### config.mk
export PLATFORM = sky130hd
export DESIGN_NAME = pc_gen
export DESIGN_NICKNAME = d
export VERILOG_FILES = /design/src/rtl/pc_gen_pkg.sv /design/src/rtl/pc_gen_npc.sv /design/src/rtl/pc_gen.sv
export SDC_FILE = /design/constraint.sdc
export NUM_CORES = 1
export LEC_CHECK = 0
export CORE_UTILIZATION = 35
export CTS_BUF_LIST = sky130_fd_sc_hd__clkbuf_4 sky130_fd_sc_hd__clkbuf_8 sky130_fd_sc_hd__clkbuf_16
export CTS_CLUSTER_DIAMETER = 30
export CTS_CLUSTER_SIZE = 10
export DETAILED_ROUTE_END_ITERATION = 8
export SLEW_MARGIN = 10
export SYNTH_ARGS = -nofsm -noshare
export SYNTH_HDL_FRONTEND = slang
export SYNTH_SLANG_ARGS = --single-unit
export TNS_END_PERCENT = 1
### constraint.sdc
create_clock -name clk -period 7.05 [get_ports clk]
set_input_delay 0.705 -clock clk [delete_from_list [all_inputs] [get_ports clk]]
set_output_delay 0.705 -clock clk [all_outputs]
set_load 0.005 [all_outputs]
### src/rtl/pc_gen_pkg.sv
// Shared definitions for the program-counter generator.
// Holds the default fetch window (reset address and last legal word of the
// 1024-word instruction memory), the next-PC select encoding and the
// three-state FSM encoding used by pc_gen.
package pc_gen_pkg;

    localparam logic [31:0] PC_RESET_DEF = 32'h0000_3000;
    localparam logic [31:0] IM_LAST_DEF  = 32'h0000_3FFC;

    typedef enum logic [1:0] {
        NPC_SEQ    = 2'b00,
        NPC_BRANCH = 2'b01,
        NPC_JUMP   = 2'b10,
        NPC_REG    = 2'b11
    } npc_sel_e;

    typedef enum logic [1:0] {
        ST_RUN   = 2'b00,
        ST_HALT  = 2'b01,
        ST_FAULT = 2'b10
    } pc_state_e;

endpackage

### src/rtl/pc_gen_npc.sv
// npc_calc: combinational next-PC candidate selection and legality check.
// Ports:
//   pc       in  32  current fetch address
//   npc_sel  in   2  00 PC+4, 01 branch, 10 jump, 11 register
//   imm16    in  16  signed branch offset in words
//   target26 in  26  jump instruction index
//   rs_val   in  32  register jump target
//   npc      out 32  selected candidate
//   legal    out  1  candidate is word aligned and inside [PC_RESET, IM_LAST]
module npc_calc
    import pc_gen_pkg::*;
#(
    parameter logic [31:0] PC_RESET = PC_RESET_DEF,
    parameter logic [31:0] IM_LAST  = IM_LAST_DEF
) (
    input  logic [31:0] pc,
    input  logic [1:0]  npc_sel,
    input  logic [15:0] imm16,
    input  logic [25:0] target26,
    input  logic [31:0] rs_val,
    output logic [31:0] npc,
    output logic        legal
);

    logic [31:0] pc_plus4;
    logic [31:0] branch_off;
    npc_sel_e    sel;

    assign pc_plus4   = pc + 32'd4;
    // Word offset sign-extended and scaled to bytes; the add wraps mod 2^32.
    assign branch_off = {{14{imm16[15]}}, imm16, 2'b00};
    assign sel        = npc_sel_e'(npc_sel);

    always_comb begin
        npc = pc_plus4;
        case (sel)
            NPC_SEQ:    npc = pc_plus4;
            NPC_BRANCH: npc = pc_plus4 + branch_off;
            NPC_JUMP:   npc = {pc_plus4[31:28], target26, 2'b00};
            NPC_REG:    npc = rs_val;
            default:    npc = pc_plus4;
        endcase
    end

    assign legal = (npc[1:0] == 2'b00) && (npc >= PC_RESET) && (npc <= IM_LAST);

endmodule

### src/rtl/pc_gen.sv
// pc_gen: program-counter register with a RUN/HALT/FAULT state machine.
// Ports:
//   clk, rst_n      clock and asynchronous active-low reset
//   en              advance enable (0 = stall, everything holds)
//   npc_sel         next-PC select, see pc_gen_pkg::npc_sel_e
//   imm16/target26/rs_val  next-PC operands
//   halt_req        stop fetching (wins over a fault)
//   pc              current fetch address
//   pc_plus8        link value, pc+8 combinationally
//   running/fault   state decodes
//   fault_addr      illegal candidate captured on fault entry
//   fetch_cnt       number of PC advances since reset (wraps)
module pc_gen
    import pc_gen_pkg::*;
#(
    parameter logic [31:0] PC_RESET = PC_RESET_DEF,
    parameter logic [31:0] IM_LAST  = IM_LAST_DEF
) (
    input  logic        clk,
    input  logic        rst_n,
    input  logic        en,
    input  logic [1:0]  npc_sel,
    input  logic [15:0] imm16,
    input  logic [25:0] target26,
    input  logic [31:0] rs_val,
    input  logic        halt_req,
    output logic [31:0] pc,
    output logic [31:0] pc_plus8,
    output logic        running,
    output logic        fault,
    output logic [31:0] fault_addr,
    output logic [31:0] fetch_cnt
);

    pc_state_e   state, state_next;
    logic [31:0] pc_next, cnt_next, fault_addr_next;
    logic [31:0] npc;
    logic        legal;

    npc_calc #(
        .PC_RESET (PC_RESET),
        .IM_LAST  (IM_LAST)
    ) u_npc_calc (
        .pc       (pc),
        .npc_sel  (npc_sel),
        .imm16    (imm16),
        .target26 (target26),
        .rs_val   (rs_val),
        .npc      (npc),
        .legal    (legal)
    );

    always_ff @(posedge clk or negedge rst_n) begin
        if (!rst_n) begin
            state      <= ST_RUN;
            pc         <= PC_RESET;
            fetch_cnt  <= 32'd0;
            fault_addr <= 32'd0;
        end else begin
            state      <= state_next;
            pc         <= pc_next;
            fetch_cnt  <= cnt_next;
            fault_addr <= fault_addr_next;
        end
    end

    // HALT and FAULT are terminal, so only RUN with en=1 can change anything.
    // halt_req is tested before legality so a halt masks a simultaneous fault.
    always_comb begin
        state_next      = state;
        pc_next         = pc;
        cnt_next        = fetch_cnt;
        fault_addr_next = fault_addr;
        if (state == ST_RUN && en) begin
            if (halt_req) begin
                state_next = ST_HALT;
            end else if (legal) begin
                pc_next  = npc;
                cnt_next = fetch_cnt + 32'd1;
            end else begin
                state_next      = ST_FAULT;
                fault_addr_next = npc;
            end
        end
    end

    assign pc_plus8 = pc + 32'd8;
    assign running  = (state == ST_RUN);
    assign fault    = (state == ST_FAULT);

endmodule

run_1/clock_nets.png
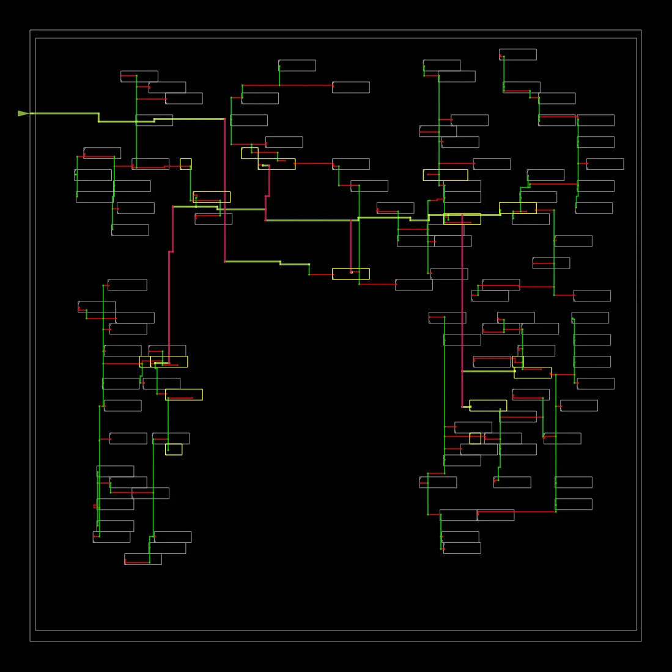
Sink Count: 98
clock buf count: 10

run_1/port_trees.png
Scale: 2 px per um.
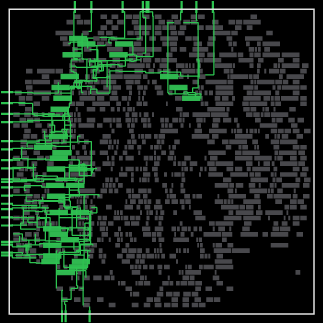
- green: `pc` (bits 32; direction output; end cells 32; wire 2290 um)
buffers added on ports: 209
Boundary Pins: 210

run_1/clock_wires.png
Scale: 3 px per um.
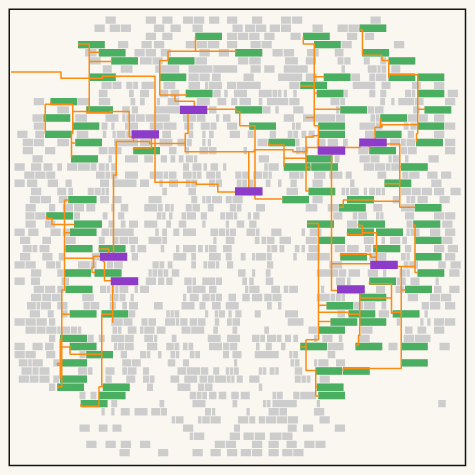
- green: flip-flops (count 98)
- orange: clock wires (length 1350 um)
- purple: clock-net drivers (count 9)
- routed clock nets: 10
clk pwr: 0.519 mW
Latency at later pin: 360 ps
clk_skew: 6.649 ps
Clk pwr share: 39.8%

==> Slide: Implementation Results, run 1 <==
Implementation Results

Worst setup path
  – CP endpoint kind: flop
  – Crit path required time: between 7000 and 8000 ps
  – Startpoint types: flop
  – WS Path Type: flop to flop

Finish
  – FILL cells: approximately 2200
  – Post-route cell area: 0.01039 mm2

Detailed routing
  – Detailed Routing Iterations Pass 1: 5
  – Vias per inst: 5.491
  – Vias: ~7200
  – Remaining DRCs: 0
  – Initial DRC count: around 290
  – WL per Instance: slightly below 20 um

STA
  – Peak Freq: around 170 MHz
  – RSZ-0062 raised after global routing: no
  – Slew Limit Fails: 0
  – Fin crit period: between 5000 and 6000 ps
  – Setup TNS: 0 ps

Clock tree
  – TritonCTS clock tree: built
  – Post-CTS Setup Bufs: 0
  – Max clock buf depth: 2
  – Number of buffers created by CTS: 9
  – Reg clk slew, reported paths: approximately 70 ps

Run status
  – Status: finished, final reports clean

Die
  – Die H: 151.6 um
  – Die area: 0.02298 mm2
  – Core area: about 0.022 mm2

Yosys
  – Ys async rst share: 100.0%
  – Post-synth net total: around 970
  – Post-synthesis cell count from yosys: between 800 and 900
  – Syn. warnings: 0
  – Area figure in the yosys stat output: 0.007834 mm2
  – Cell Type Count: 77

Global route
  – GRT overflow: 0
  – Tot GR Track Use: a little under a quarter

Pwr
  – VDD IR max: slightly below 0.09 mV
  – Sw Ratio: 26.46%

Placement
  – Placed Area: between 0.01 and 0.015 mm2
[run 1: logic make-up after synthesis]
family | Yosys count | synth area share (%)
flip-flops | 98 | 31.34
multiplexers | 64 | 10.94
AND/OR/NAND/NOR | 329 | 23.51
buffers and inverters | 76 | 4.600
XOR/XNOR | 100 | 11.18
AND-OR/OR-AND | 148 | 12.75
adder cells (fa/ha/maj) | 35 | 5.686
[run 1: layout make-up]
type / instances / area, um2 / area share, %
Clock buffer: 10 / 232.7 / 2.241
Tap cell: 280 / 350.3 / 3.373
Sequential cell: 98 / 2455 / 23.64
Clock inverter: 6 / 75.07 / 0.7229
Timing Repair Buffer: 220 / 2172 / 20.92
Inverter: 20 / 75.07 / 0.7229
Multi-Input combinational cell: 676 / 5025 / 48.39
[run 1: power by group through the flow]
| stage | registers (mW) | clock network, mW | logic, mW |
|---|---|---|---|
| global route | 0.576 | 0.547 | 0.227 |
| detailed placement | 0.586 | 0 | 0.209 |
| CTS | 0.575 | 0.531 | 0.210 |
| finish | 0.575 | 0.519 | 0.210 |
| global placement | 0.586 | 0 | 0.210 |
| floorplan | 0.586 | 0 | 0.0945 |
[run 1: cell usage after synthesis, types with 19 or more instances]
master    count  area share [%]
xor2_1       57             6.4
dfrtp_1      96              31
nand3_1      37             2.4
nand2_1      81             3.9
clkbuf_1     35             1.7
a21oi_1      40             2.6
nor2_1       44             2.1
inv_1        20            0.96
ha_1         34             5.4
nor2b_1      28             2.2
nor3_1       19             1.2
o21ai_0      21             1.3
nand4_1      30             2.4
mux2_2       31             4.5
and3_1       19             1.5
xnor2_1      43             4.8
[run 1: worst paths after layout]
| kind | start | end | slack (ps) |
|---|---|---|---|
| min reg2reg | fetch_cnt[31] | fetch_cnt[31] | 480 |
| max reg2reg | pc[4] | pc[6] | 1060 |
| max | pc[4] | pc[6] | 1060 |
| max in group asynchronous | rst_n | pc[20] | 5500 |
| min in group clk | fetch_cnt[31] | fetch_cnt[31] | 480 |
| min | rst_n | state[0] | 320 |
[run 1: critical path: cells and delay by family (launching register included)]
| kind | cells | cell delay, ps |
|---|---|---|
| DFF | 1 | 460 |
| muxes | 3 | 1000 |
| adders and majority gates | 2 | 680 |
| and+or+nand+nor | 8 | 2930 |
| xor gates and xnor gates | 1 | 320 |
| AOI/OAI and AO/OA | 2 | 450 |
[run 1: registers in the layout, summed over array words and instances, names as in the netlist]
name and cells:
fault_addr 32, pc 32, state 2, fetch_cnt 32
[run 1: metal layers]
layer	track usage (%)	part of all wire, %	vias to the layer above
met5	0	0	-
met4	4.950	1.2	0
met2	36.87	47	238
li1	-	-	3449
met3	3.114	5.5	24
met1	31.78	47	3482
[run 1: metrics by stage]
step	cells	power (mW)	hold WS, ps
after floorplan	850	0.6805	409.4
after global placement	1294	0.7963	467.7
after detailed placement	1294	0.7951	460.8
after CTS	1310	1.316	327.2
after global routing	1310	1.350	352.7
final	1310	1.304	318.1
==> run 1 -> run 2 <==
clock period = 5.65 ns   (was 7.05 ns; I/O delays follow)
run_2/clock_nets.png
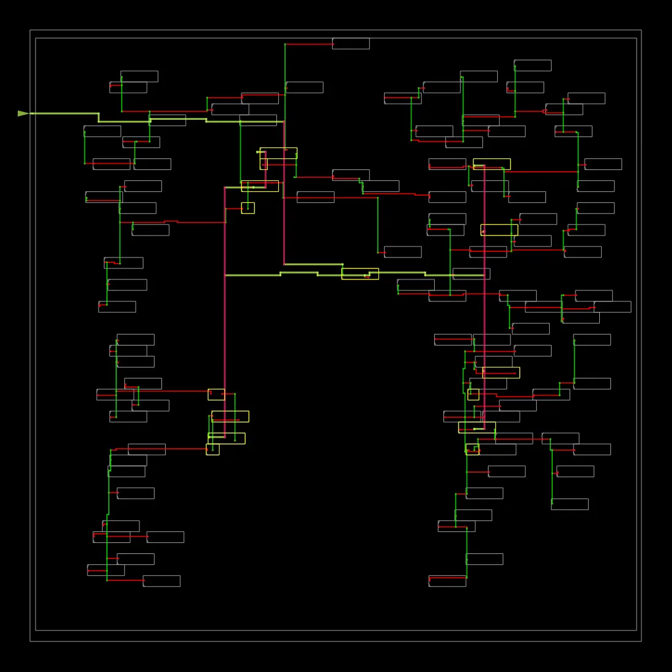
number of buffers created by CTS: 9
clk_skew: 12.92 ps
clk pwr: 0.604 mW

run_2/class_map.png
Scale: 2 px per um. Fill, decap, tap and diode cells in grey.
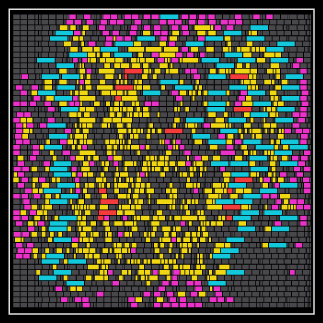
- magenta: remaining buffers and delay cells (cells 249; share of their area 23%)
- yellow: remaining logic cells (cells 696; share of their area 50%)
- red: clock drivers and dummy loads (cells 15; share of their area 2.7%)
- cyan: registers (cells 98; share of their area 24%)
Cell Rows: 54
core area: 0.02189 mm2

==> run 2 against run 1 <==
  * Worst setup slack got worse by 740 ps
  * Hold slack worse by 130 ps
  * Area after synthesis unchanged
  * Combinational power rose by 28%
  * Clock-buffer cell count shrank 1
  * First-iteration DRC count increased by 19%
  * Critical path depth grew 4
==> Slide: Implementation Results, run 2 <==
Implementation Results

Yosys
  – Dominant cell type by area after synthesis: dfrtp_1
  – Synth top cell by count: dfrtp_1
  – Post-synthesis cell count from yosys: 850 (unchanged)
  – Ys async rst share: 100.0% (unchanged)
  – Cell area leaders: dfrtp_1 (31%), xor2_1 (6.4%), ha_1 (5.4%)
  – Yosys top cell area share: 30.67% (unchanged)

Global route
  – GRT overflow: 0 (unchanged)

Run status
  – Status: finished, final reports clean

Clock tree
  – TritonCTS clock tree: built
  – Max clock buf depth: 2 (unchanged)
  – Sink Count: 98 (unchanged)

Worst setup path
  – WS Path Type: flop to flop
  – Startpoint types: flop
  – CP endpoint kind: flop

Pwr
  – Clk pwr share: 38.0% (-1.8 points)

STA
  – RSZ-0062 raised after global routing: no
  – Slew Limit Fails: 0 (unchanged)
  – Fin crit period: 5329 ps (-659.8 ps)

Die
  – Boundary Pins: 210 (unchanged)

Detailed routing
  – Vias per inst: 5.501 (+0.19%)
  – Initial DRC count: 350 (+19%)
  – Detailed Routing Iterations Pass 1: 5 (unchanged)
  – Remaining DRCs: 0 (unchanged)
  – Vias: 7361 (+2.3%)
  – WL per Instance: 19.51 um (-1.3%)

Placement
  – Buffers added on ports: 209 (unchanged)
==> run 2: path summary, 6_finish.rpt <==
kind                       slack [ps]           from        endpoint
min                               190          rst_n  fault_addr[21]
max                               320          pc[3]   fetch_cnt[24]
min in group clk                  480  fetch_cnt[20]   fetch_cnt[20]
min reg2reg                       480  fetch_cnt[20]   fetch_cnt[20]
max in group asynchronous        4310          rst_n   fault_addr[6]
max reg2reg                       320          pc[3]   fetch_cnt[24]
==> run 2: logic make-up (layout without fill, tap and decap cells) <==
| family | Yosys count | in the layout | synth area share (%) |
|---|---|---|---|
| xor gates and xnor gates | 100 | 100 | 11.18 |
| AOI/OAI and AO/OA | 148 | 148 | 12.75 |
| adders and majority gates | 35 | 35 | 5.686 |
| DFF | 98 | 98 | 31.34 |
| muxes | 64 | 64 | 10.94 |
| and+or+nand+nor | 329 | 329 | 23.51 |
| buffers and inverters | 76 | 284 | 4.600 |
==> run 2: area by class of cell <==
type / count / share of cell area [%]
clock buffer: 9 / 2.112
clock inverter: 6 / 0.4694
inverter: 20 / 0.7041
multi-input combinational: 676 / 47.84
sequential: 98 / 23.02
tap: 280 / 3.286
timing repair buffer: 249 / 22.57
==> run 2: routing by layer <==
metal | GRT usage, % | part of all wire, % | wire (um) | up-vias
met5 | 0 | 0.10 | 26 | -
met4 | 6.733 | 2.3 | 597 | 4
met3 | 4.042 | 6.9 | 1798 | 38
met2 | 35.64 | 45 | 11740 | 256
met1 | 32.63 | 46 | 11940 | 3547
li1 | - | - | - | 3516
==> run 2: timing repair <==
item	4_1_cts	5_1_grt
gates resized	0	18
endpoints found under the hold margin	0	0
setup buffers	0	2
setup endpoints to repair	0	80
==> run 2: stage by stage <==
stage          util, %  hold WS (ps)  instances  instance area, um2
3_3_place_gp     47.02         478.3       1321               10290
2_1_floorplan        -         269.4        850                7834
5_1_grt          48.71         243.6       1338               10660
6_report         48.71         187.6       1338               10660
4_1_cts          48.27         214.3       1336               10570
3_5_place_dp     47.02         477.8       1321               10290
==> run 2: critical path, stage by stage (launching register included) <==
cell and delay, ps:
dfrtp_1 470, ha_2 260, nand3_1 160, nor4_2 330
buf_4 200, nand3_1 90, xnor2_1 180, ha_1 350
buf_4 180, nand4_1 180, nand2_1 120, mux2i_1 60
mux4_2 460, or3_1 390, or4_4 440, nor4_4 280
nand4_2 180, buf_4 210, buf_12 160, nor4_1 340
xor2_1 190
==> run 2: power groups by stage <==
| stage | sequential, mW | combinational, mW | clock [mW] |
|---|---|---|---|
| after CTS | 0.718 | 0.266 | 0.616 |
| after floorplan | 0.731 | 0.118 | 0 |
| after detailed placement | 0.732 | 0.265 | 0 |
| after global placement | 0.732 | 0.265 | 0 |
| after global routing | 0.719 | 0.290 | 0.644 |
| final | 0.718 | 0.268 | 0.604 |
==> run 2 -> run 3 <==
CORE_UTILIZATION = 50   (was 35)
PLACE_DENSITY = 0.82   (was not set)
run_3/port_trees.png
Scale: 3 px per um.
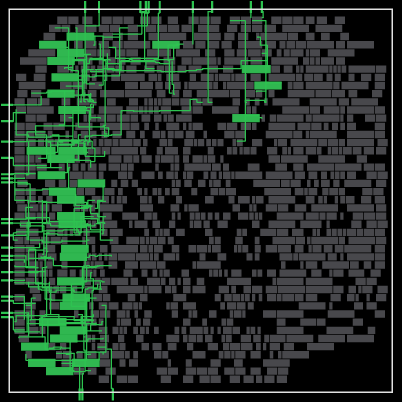
- green: `pc` (bits 32; direction output; end cells 32; wire 2280 um)

run_3/m2.png
Scale: 4 px per um.
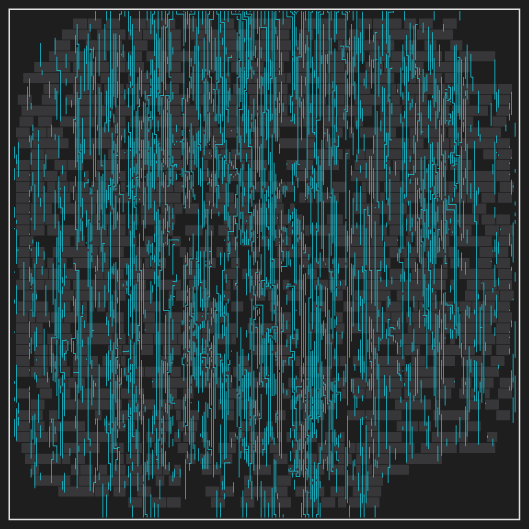
- longest straight run: 51.0 um
- wire length on this layer: 11700 um
- nets with wire on the layer: 1031
- main direction: vertical
- share of all routed wire: 47%
overall routed net length: 24770 um
routing usage on met2: 51.00%

==> run 3 against run 2 <==
  * Synthesized cell count unchanged
  * Clock power increased by 5.0%
  * Final cell count decreased by 5.5%
  * Sequential power about the same
  * Maximum frequency decreased by 0.94%
  * Worst setup slack got worse by 50 ps
  * Sequential cell count unchanged
  * Critical path type unchanged
  * Total power increased by 1.6%
  * Wire length decreased by 5.1%
==> Slide: Implementation Results, run 3 <==
Implementation Results

Yosys
  – Compound-Gate Fraction of Synth Area: 12.75% (unchanged)
  – Post-synthesis cell count from yosys: 850 (unchanged)
  – Mux frac, synth: 10.94% (unchanged)
  – Dominant cell type by area after synthesis: dfrtp_1
  – Cell area leaders: dfrtp_1 (31%), xor2_1 (6.4%), ha_1 (5.4%)
  – Yosys top cell area share: 30.67% (unchanged)
  – Simple Share, Synth: 23.51% (unchanged)
  – Synth top cell by count: dfrtp_1

Global route
  – GRT overflow: 0 (unchanged)

Finish
  – Post-route cell area: 0.01052 mm2 (-1.3%)
  – Fin cells: 1264 (-5.5%)

STA
  – Fin crit period: 5379 ps (+50.32 ps)
  – Clk_skew: 15.19 ps (+2.274 ps)
  – RSZ-0062 raised after global routing: no

Detailed routing
  – Vias per inst: 5.956 (+8.3%)
  – Initial DRC count: 554 (+58%)
  – Remaining DRCs: 0 (unchanged)
  – Vias: 7528 (+2.3%)
  – WL per Instance: 19.59 um (+0.43%)

Die
  – Boundary Pins: 210 (unchanged)
  – Cell Rows: 45 (-17%)

Clock tree
  – Number of buffers created by CTS: 9 (unchanged)
  – TritonCTS clock tree: built
  – Sink Count: 98 (unchanged)

Worst setup path
  – Reg2reg end: fetch_cnt[24]
  – Startpoint types: flop
  – WS Path Type: flop to flop

Run status
  – Status: finished, final reports clean

Placement
  – Inst Count DP: 1247 (-5.6%)
-- run 3: netlist changes by cell type in the layout (fill, tap and decap cells not counted), sizes merged --
| cell | change |
|---|---|
| diode | +1 |
| buf | -7 |
| clkinv | +2 |
| clkinvlp | -1 |
-- run 3: worst max-delay path by stage --
stage	start	endpoint	slack [ps]	cells past startpoint
after floorplan	pc[12]	fetch_cnt[1]	540	19
after global placement	pc[4]	fetch_cnt[31]	210	18
after detailed placement	pc[4]	fetch_cnt[22]	110	18
after CTS	pc[4]	fetch_cnt[22]	70	18
after global routing	pc[4]	fault_addr[11]	9	17
final	pc[12]	fetch_cnt[24]	270	17
-- run 3: kinds of logic (layout without fill, tap and decap cells) --
kind of cell	count (synthesis)	in the layout
buffers and inverters	76	278
adder cells (fa/ha/maj)	35	35
AND-OR/OR-AND	148	148
flip-flops	98	98
XOR/XNOR	100	100
other	0	1
multiplexers	64	64
AND/OR/NAND/NOR	329	329
-- run 3: worst max-delay path, stage by stage, from the launching register on --
cell and delay [ps]:
dfstp_2 640, nand4_1 220, nor3_1 380, buf_4 210, nand2_1 60, xnor2_1 370, ha_2 380, nand4_1 160
o221ai_1 370, nand2_1 90, mux4_2 460, o311ai_0 200, o2111ai_1 290, nor4_4 360, nand4_2 260, buf_6 270
nor4_1 380, xor2_1 180
-- run 3: per-layer routing --
layer	vias up	wire length, um	part of all wire [%]	track usage [%]
met4	0	521	2.1	9.174
met5	-	0	0	0
met2	345	11720	47	51.00
met1	3640	10790	44	42.53
li1	3503	-	-	-
met3	40	1739	7.0	4.606
-- run 3: power by group --
part	switching, mW	internal (mW)	leakage (nW)
clock	0.319	0.315	0.148
combinational	0.130	0.134	3.24
sequential	0.00618	0.711	1.32
-- run 3: layout make-up --
cell class                 instances  area, um2
inverter                          20      75.07
clock buffer                       9      225.2
sequential                        98       2456
fill                            1215       4735
tap                              211      264.0
multi-input combinational        676       5081
timing repair buffer             242       2341
antenna                            1      2.502
clock inverter                     7      78.83
-- run 3: through the flow --
step | hold slack, ps | setup slack, ps | util [%]
after floorplan | 269.4 | 536.5 | -
after global placement | 465.4 | 213.2 | 66.56
after detailed placement | 466.1 | 109.2 | 66.56
after CTS | 168.4 | 69.12 | 68.55
after global routing | 199.2 | 9.081 | 68.97
final | 161.8 | 271.1 | 68.97
-- run 3: repair_timing --
item / 4_1_cts / 5_1_grt
hold buffers: 0 / 0
setup buffers: 0 / 0
endpoints found under the setup margin: 0 / 90
hold endpoints to repair: 0 / 0
gates resized: 0 / 15
Power and IR drop assume default switching activity.
